<file path="src/rtl/mem_arb_pkg.sv">
// Shared types and constants for the shared-RAM port arbiter.
// Optional fetch starvation guard is enabled with ARB_STARVE_GUARD_EN.
package mem_arb_pkg;

   localparam int unsigned DataW = 10;
   localparam int unsigned AddrW = 10;
   localparam int unsigned CntW  = 3;

   typedef enum logic [1:0] {
      StIdle,
      StIssue,
      StWait,
      StResp
   } state_e;

   typedef enum logic {
      OwnIf,
      OwnDm
   } owner_e;

endpackage

</file>
<file path="src/rtl/mem_arb_prio.sv">
// Combinational grant select between fetch and data requests.
// With ARB_STARVE_GUARD_EN, fetch wins once data has won MAX_DM_WINS times in a row.
module mem_arb_prio
   import mem_arb_pkg::*;
`ifdef ARB_STARVE_GUARD_EN
#(
   parameter int unsigned MAX_DM_WINS = 3
)
`endif
(
   input  logic            if_req,
   input  logic            dm_req,
`ifdef ARB_STARVE_GUARD_EN
   input  logic [CntW-1:0] starve_cnt,
`endif
   output logic            grant_valid,
   output logic            grant_dm
);

   always_comb begin
      grant_valid = if_req | dm_req;
      grant_dm    = dm_req;
`ifdef ARB_STARVE_GUARD_EN
      if (if_req && (starve_cnt == CntW'(MAX_DM_WINS))) begin
         grant_dm = 1'b0;
      end
`endif
   end

endmodule

</file>
<file path="src/rtl/mem_port_arbiter.sv">
// Shared RAM arbiter: fetch reads vs. data reads/writes through an
// issue/wait/respond sequence. Starvation guard macro: ARB_STARVE_GUARD_EN.
module mem_port_arbiter
   import mem_arb_pkg::*;
#(
   parameter int unsigned RAM_LAT     = 1,
   parameter int unsigned MAX_DM_WINS = 3
) (
   input  logic             clk,
   input  logic             reset,
   input  logic             if_req,
   input  logic [AddrW-1:0] if_addr,
   output logic [DataW-1:0] if_rdata,
   output logic             if_ready,
   input  logic             dm_req,
   input  logic             dm_we,
   input  logic [AddrW-1:0] dm_addr,
   input  logic [DataW-1:0] dm_wdata,
   output logic [DataW-1:0] dm_rdata,
   output logic             dm_ready,
   output logic             ram_en,
   output logic             ram_we,
   output logic [AddrW-1:0] ram_addr,
   output logic [DataW-1:0] ram_wdata,
   input  logic [DataW-1:0] ram_rdata,
   output logic             mem_busy
);

   if (RAM_LAT < 1 || RAM_LAT > 7) begin : g_bad_lat
      $error("RAM_LAT must be in 1..7");
   end
   if (MAX_DM_WINS > 7) begin : g_bad_wins
      $error("MAX_DM_WINS must fit the 3-bit counter");
   end

   // Last WAIT count value; unreachable when RAM_LAT==1 since WAIT is skipped.
   localparam logic [CntW-1:0] WaitLast = CntW'(RAM_LAT - 2);

   state_e           state_q, state_d;
   owner_e           owner_q, owner_d;
   logic [CntW-1:0]  wait_cnt_q, wait_cnt_d;
   logic [AddrW-1:0] addr_q, addr_d;
   logic             we_q, we_d;
   logic [DataW-1:0] wdata_q, wdata_d;
   logic [DataW-1:0] if_rdata_q, if_rdata_d;
   logic [DataW-1:0] dm_rdata_q, dm_rdata_d;
   logic             grant_valid, grant_dm;
   logic             grant_now;

`ifdef ARB_STARVE_GUARD_EN
   logic [CntW-1:0]  starve_q, starve_d;

   mem_arb_prio #(
      .MAX_DM_WINS (MAX_DM_WINS)
   ) u_prio (
      .if_req      (if_req),
      .dm_req      (dm_req),
      .starve_cnt  (starve_q),
      .grant_valid (grant_valid),
      .grant_dm    (grant_dm)
   );
`else
   mem_arb_prio u_prio (
      .if_req      (if_req),
      .dm_req      (dm_req),
      .grant_valid (grant_valid),
      .grant_dm    (grant_dm)
   );
`endif

   assign grant_now = (state_q == StIdle) && grant_valid;

   always_ff @(posedge clk) begin
      if (reset) begin
         state_q    <= StIdle;
         owner_q    <= OwnIf;
         wait_cnt_q <= '0;
         addr_q     <= '0;
         we_q       <= 1'b0;
         wdata_q    <= '0;
         if_rdata_q <= '0;
         dm_rdata_q <= '0;
`ifdef ARB_STARVE_GUARD_EN
         starve_q   <= '0;
`endif
      end else begin
         state_q    <= state_d;
         owner_q    <= owner_d;
         wait_cnt_q <= wait_cnt_d;
         addr_q     <= addr_d;
         we_q       <= we_d;
         wdata_q    <= wdata_d;
         if_rdata_q <= if_rdata_d;
         dm_rdata_q <= dm_rdata_d;
`ifdef ARB_STARVE_GUARD_EN
         starve_q   <= starve_d;
`endif
      end
   end

   always_comb begin
      state_d    = state_q;
      wait_cnt_d = wait_cnt_q;
      unique case (state_q)
         StIdle: begin
            if (grant_valid) begin
               state_d = StIssue;
            end
         end
         StIssue: begin
            wait_cnt_d = '0;
            state_d    = (RAM_LAT > 1) ? StWait : StResp;
         end
         StWait: begin
            if (wait_cnt_q == WaitLast) begin
               state_d    = StResp;
               wait_cnt_d = '0;
            end else begin
               wait_cnt_d = wait_cnt_q + 1'b1;
            end
         end
         StResp: begin
            state_d    = StIdle;
            wait_cnt_d = '0;
         end
         default: state_d = StIdle;
      endcase
   end

   // Request attributes are latched at the grant edge; later changes are ignored.
   always_comb begin
      owner_d    = owner_q;
      addr_d     = addr_q;
      we_d       = we_q;
      wdata_d    = wdata_q;
      if_rdata_d = if_rdata_q;
      dm_rdata_d = dm_rdata_q;
      if (grant_now) begin
         owner_d = grant_dm ? OwnDm : OwnIf;
         addr_d  = grant_dm ? dm_addr : if_addr;
         we_d    = grant_dm & dm_we;
         if (grant_dm) begin
            wdata_d = dm_wdata;
         end
      end
      if (state_q == StResp) begin
         if (owner_q == OwnDm) begin
            dm_rdata_d = ram_rdata;
         end else begin
            if_rdata_d = ram_rdata;
         end
      end
   end

`ifdef ARB_STARVE_GUARD_EN
   always_comb begin
      starve_d = starve_q;
      if (state_q == StIdle) begin
         if (grant_valid && grant_dm && if_req) begin
            if (starve_q != '1) begin
               starve_d = starve_q + 1'b1;
            end
         end else if (grant_valid && !grant_dm) begin
            starve_d = '0;
         end else if (!if_req) begin
            starve_d = '0;
         end
      end
   end
`endif

   // rdata bypasses the capture register during the ready cycle.
   always_comb begin
      ram_en    = (state_q == StIssue);
      ram_we    = we_q;
      ram_addr  = addr_q;
      ram_wdata = wdata_q;
      mem_busy  = (state_q != StIdle);
      if_ready  = (state_q == StResp) && (owner_q == OwnIf);
      dm_ready  = (state_q == StResp) && (owner_q == OwnDm);
      if_rdata  = if_ready ? ram_rdata : if_rdata_q;
      dm_rdata  = dm_ready ? ram_rdata : dm_rdata_q;
   end

endmodule
</file>
<file path="config.mk">
export PLATFORM = sky130hd
export DESIGN_NAME = mem_port_arbiter
export DESIGN_NICKNAME = d
export VERILOG_FILES = /design/src/rtl/mem_arb_pkg.sv /design/src/rtl/mem_arb_prio.sv /design/src/rtl/mem_port_arbiter.sv
export SDC_FILE = /design/constraint.sdc
export NUM_CORES = 1
export LEC_CHECK = 0
export ABC_CLOCK_PERIOD_IN_PS = 4900
export CAP_MARGIN = 15
export CORE_MARGIN = 10
export CORE_UTILIZATION = 40
export DETAILED_ROUTE_END_ITERATION = 6
export HOLD_SLACK_MARGIN = 0.12
export PLACE_DENSITY = 0.78
export SYNTH_ARGS = -nofsm -noshare
export SYNTH_HDL_FRONTEND = slang
export SYNTH_SLANG_ARGS = --single-unit
</file>
<file path="constraint.sdc">
create_clock -name clk -period 4.9 [get_ports clk]
set_clock_uncertainty 0.2 [all_clocks]
set_input_delay 0.49 -clock clk [delete_from_list [all_inputs] [get_ports clk]]
set_output_delay 0.49 -clock clk [all_outputs]
set_load 0.02 [all_outputs]
</file>
==> results.sh <==
# flow metrics
export IMPL_status="complete, no violations"
export IMPL_adder_share_pct=3.80
export IMPL_endpoint_type_of_the_worst_setup_path="primary output"
export IMPL_setup_worst_path_start="state_q[1]"
export IMPL_synth_top_cell_area_share_pct=47.6
export IMPL_synthTopCellsByArea="sky130_fd_sc_hd__dfxtp_1, sky130_fd_sc_hd__nor2b_1, sky130_fd_sc_hd__mux2_1"
export IMPL_via_count_of_the_first_global_routing_pass=1738
export IMPL_clkSinkCount=47
export IMPL_dpl_worst_slack_ns=2.09
export IMPL_antenna_cells_inserted=0
export IMPL_most_frequent_cells_in_the_layout="sky130_fd_sc_hd__clkdlybuf4s50_1, sky130_fd_sc_hd__dfxtp_1, sky130_fd_sc_hd__nand2_1"
export IMPL_worst_endpoint_required_ns=4.21
export IMPL_grt_ovfl_total=0
export IMPL_initial_core_util_pct=41.6
export IMPL_route_vias_total=1613
export IMPL_vdd_ir_drop_max_mv=0.215
export IMPL_firstDrtPassIters=3
export IMPL_worst_slew_pin_transition_ns=1.11
export IMPL_fin_crit_ns=3.11
export IMPL_htree_num_levels=2
export IMPL_cts_post_setup_buffers_inserted=0
export IMPL_core_area_sq_mm=0.00475
export IMPL_postSynthRegisterBits=47
export IMPL_most_common_cell="sky130_fd_sc_hd__dfxtp_1"
export IMPL_clock_tree_root_cell="sky130_fd_sc_hd__clkbuf_8"
export IMPL_wl_um=5030
export IMPL_maxSlewHeadroom_pct=26.0
export IMPL_post_synth_and_or_nand_nor_area_fraction_pct=16.6
export IMPL_cts_tree="done"
export IMPL_logic_family="multiplexers"
export IMPL_ratio_of_cells_with_drive_above_1_in_the_final_layout_pct=7.04
export IMPL_grt_pass1_wl_um=8540
export IMPL_port_buffer_count=89
export IMPL_reg2reg_from="state_q[1]"
export IMPL_yosysChipArea_sq_mm=0.00198
export IMPL_place_congestion=0.719
export IMPL_critical_path_type="flop to primary output"
export IMPL_power_density_mw_per_mm2=429
export IMPL_end_of_the_critical_path="if_rdata[0]"
export IMPL_synth_main_ff_cell="sky130_fd_sc_hd__dfxtp_1"
export IMPL_clkSlewWorstSetupHoldPaths_ns=0.08
export IMPL_final_common_cell="sky130_fd_sc_hd__clkdlybuf4s50_1"
export IMPL_yosysSeqAreaShare_pct=47.6
export IMPL_postSynth_asyncResetShare_pct=0
export IMPL_drc=0
export IMPL_drv_max_cap_violation_count=0
export IMPL_rows=25
export IMPL_post_synth_most_frequent_cells="sky130_fd_sc_hd__dfxtp_1, sky130_fd_sc_hd__nand2_1, sky130_fd_sc_hd__nor2b_1"
export IMPL_ant_nets=0
export IMPL_hpwl_um=3960
export IMPL_synth_xor_xnor_area_share_pct=0
export IMPL_clkLatencyLatePin_ns=0.29
export IMPL_antenna_found_initial=0
export IMPL_die_h_um=90.3
export IMPL_tritoncts_num_buffers=5
export IMPL_setup_tns_ns=0
export IMPL_floorplan_die_area_sq_mm=0.00815
export IMPL_num_fill_cells=428
export IMPL_worstPathMaxFanout=11
export IMPL_fmax_mhz=322
export IMPL_fp_dieW_um=90.3
export IMPL_synth_yosys_warnings=0
export IMPL_finalSetupViolCount=0
export IMPL_cts_hold_fix_buffers=0
export IMPL_yosys_area_share_aoi_pct=9.50
export IMPL_cts_repair_resize_count=0
export IMPL_report_final_slew_viol_count=0
export IMPL_vias_per_cell=4.60
export IMPL_minimum_setup_slack_among_reg_to_reg_paths_ns=2.84
export IMPL_timing_final_ws_setup_ns=1.79
export IMPL_grt_setup_unrepaired="false"
export IMPL_syn_mean_instance_area_sq_um=9.93
per-stage QoR:
stage / total power (uW) / cells / util, % / hold WS (ns) / instance area, sq um
2_1_floorplan: 843 / 199 / - / 0.243 / 1980
3_3_place_gp: 1060 / 343 / 60.7 / 0.240 / 2890
3_5_place_dp: 1060 / 343 / 60.7 / 0.247 / 2890
4_1_cts: 1290 / 351 / 62.4 / 0.259 / 2970
5_1_grt: 1360 / 351 / 62.4 / 0.283 / 2970
6_report: 1270 / 351 / 62.4 / 0.254 / 2970
worst min path at each step:
stage / start / end / slack (ns) / depth (start not counted)
final: ram_wdata[9] / ram_wdata[9] / 0.25 / 2
after global routing: ram_wdata[8] / ram_wdata[8] / 0.28 / 2
after CTS: ram_wdata[8] / ram_wdata[8] / 0.26 / 2
after detailed placement: ram_wdata[2] / ram_wdata[2] / 0.25 / 2
after global placement: ram_wdata[8] / ram_wdata[8] / 0.24 / 2
after floorplan: wait_cnt_q[1] / wait_cnt_q[1] / 0.24 / 2
power by group:
| group | total, uW | internal [uW] | leakage [uW] | switching, uW |
|---|---|---|---|---|
| combinational | 563 | 270 | 0.000767 | 293 |
| sequential | 485 | 451 | 0.000384 | 34.6 |
| clock | 224 | 100 | 0.0000422 | 123 |
| total | 1270 | 821 | 0.00119 | 451 |
cell families after synthesis:
logic type / Yosys count
AND/OR/NAND/NOR: 68
multiplexers: 32
flip-flops: 47
AND-OR/OR-AND: 28
adder cells (fa/ha/maj): 6
buffers and inverters: 18
state kept, by name, indices dropped and copies added, names as in the netlist:
register / count
dm_rdata_q: 10
if_rdata_q: 10
owner_q: 1
ram_addr: 10
ram_wdata: 10
ram_we: 1
state_q: 2
wait_cnt_q: 3
routing by layer:
metal  track usage, %  up-vias  wire, um
met2             18.8       73      2000
met1             13.9      699      2260
met3             9.23        4       722
met5                0        -         0
li1                 -      837         -
met4             3.58        0        50
cell type report:
class	count	area [sq um]	share of cell area, %
flip-flops and latches	47	941	31.7
multi-input cells	134	941	31.7
repair buffers	90	898	30.3
well taps	67	83.8	2.83
clock buffers	7	76.3	2.57
inverters	5	21.3	0.717
clock inverters	1	5.00	0.169
critical path: stages, from the launching register on:
cell and delay, ns:
sky130_fd_sc_hd__dfxtp_1 0.40, sky130_fd_sc_hd__ha_1 0.25, sky130_fd_sc_hd__nor2b_2 0.53, sky130_fd_sc_hd__mux2_2 0.41
sky130_fd_sc_hd__clkdlybuf4s50_1 0.54
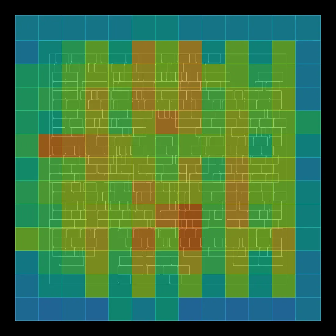
**Above:** routing congestion map.
layer with the highest usage after global routing: met2
met1 layer usage reported by global route: 13.9%
routed length per placed instance: 14.3 um
met2 Usage GRT: 18.8%
GRT met3 Usage: 9.23%

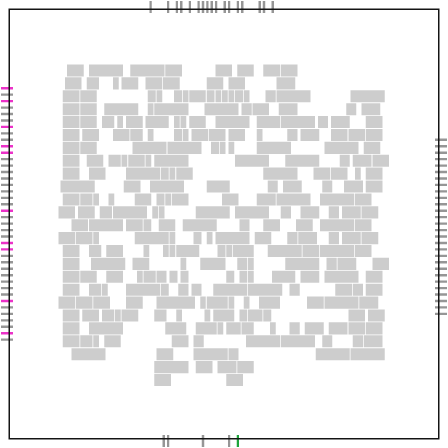
**Above:** I/O pins on the die edge.
Pins as bars across the die edge, other pins in gray.
- green: `reset` (pins 1; direction input; edge south)
- magenta: `dm_addr` (pins 10; direction input; edge west)
- all pins by edge: 40 west, 28 east, 17 north, 5 south

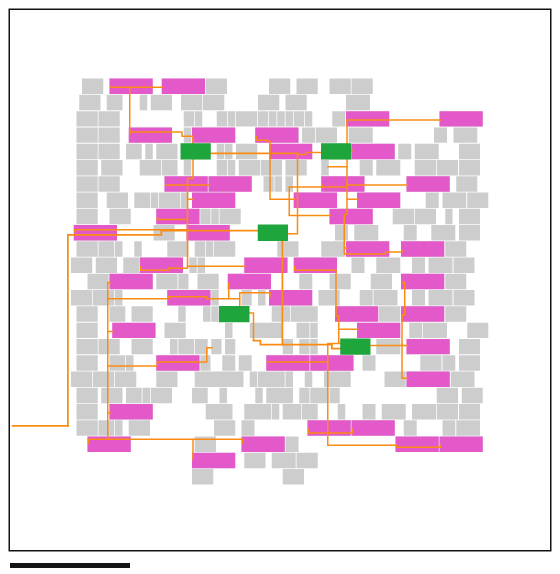
**Above:** clock wires, drivers and flops.
The bar under the picture is 20 um long.
- magenta: flip-flops (count 47)
- orange: clock wires (length 596 um)
- green: cells driving clock nets (count 5)
- routed clock nets: 6

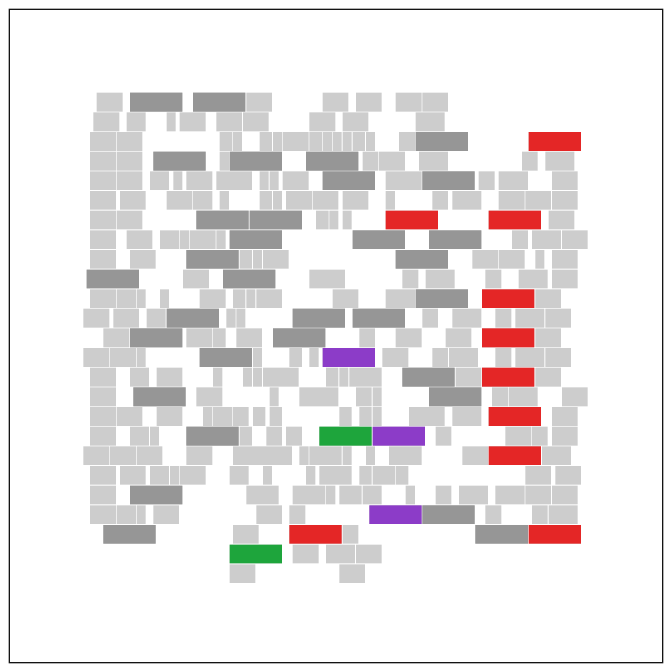
**Above:** register map, names as in the netlist.
- red: `if_rdata_q` (placed flops 10)
- green: `state_q` (placed flops 2)
- purple: `wait_cnt_q` (placed flops 3)

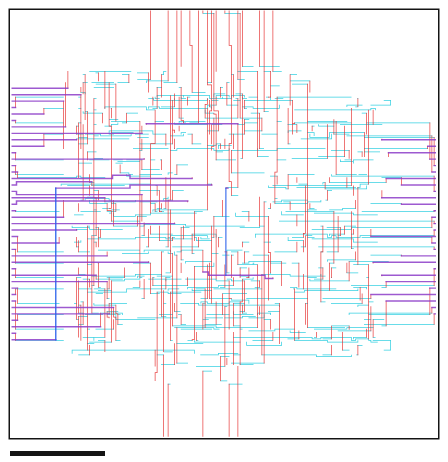
**Above:** metal layers overlaid.
The bar under the picture is 20 um long.
- cyan: met1 (wire length 2260 um)
- purple: met3 (wire length 723 um)
- blue: met4 (wire length 50.3 um)
- red: met2 (wire length 2000 um)

Power and IR drop assume default switching activity.
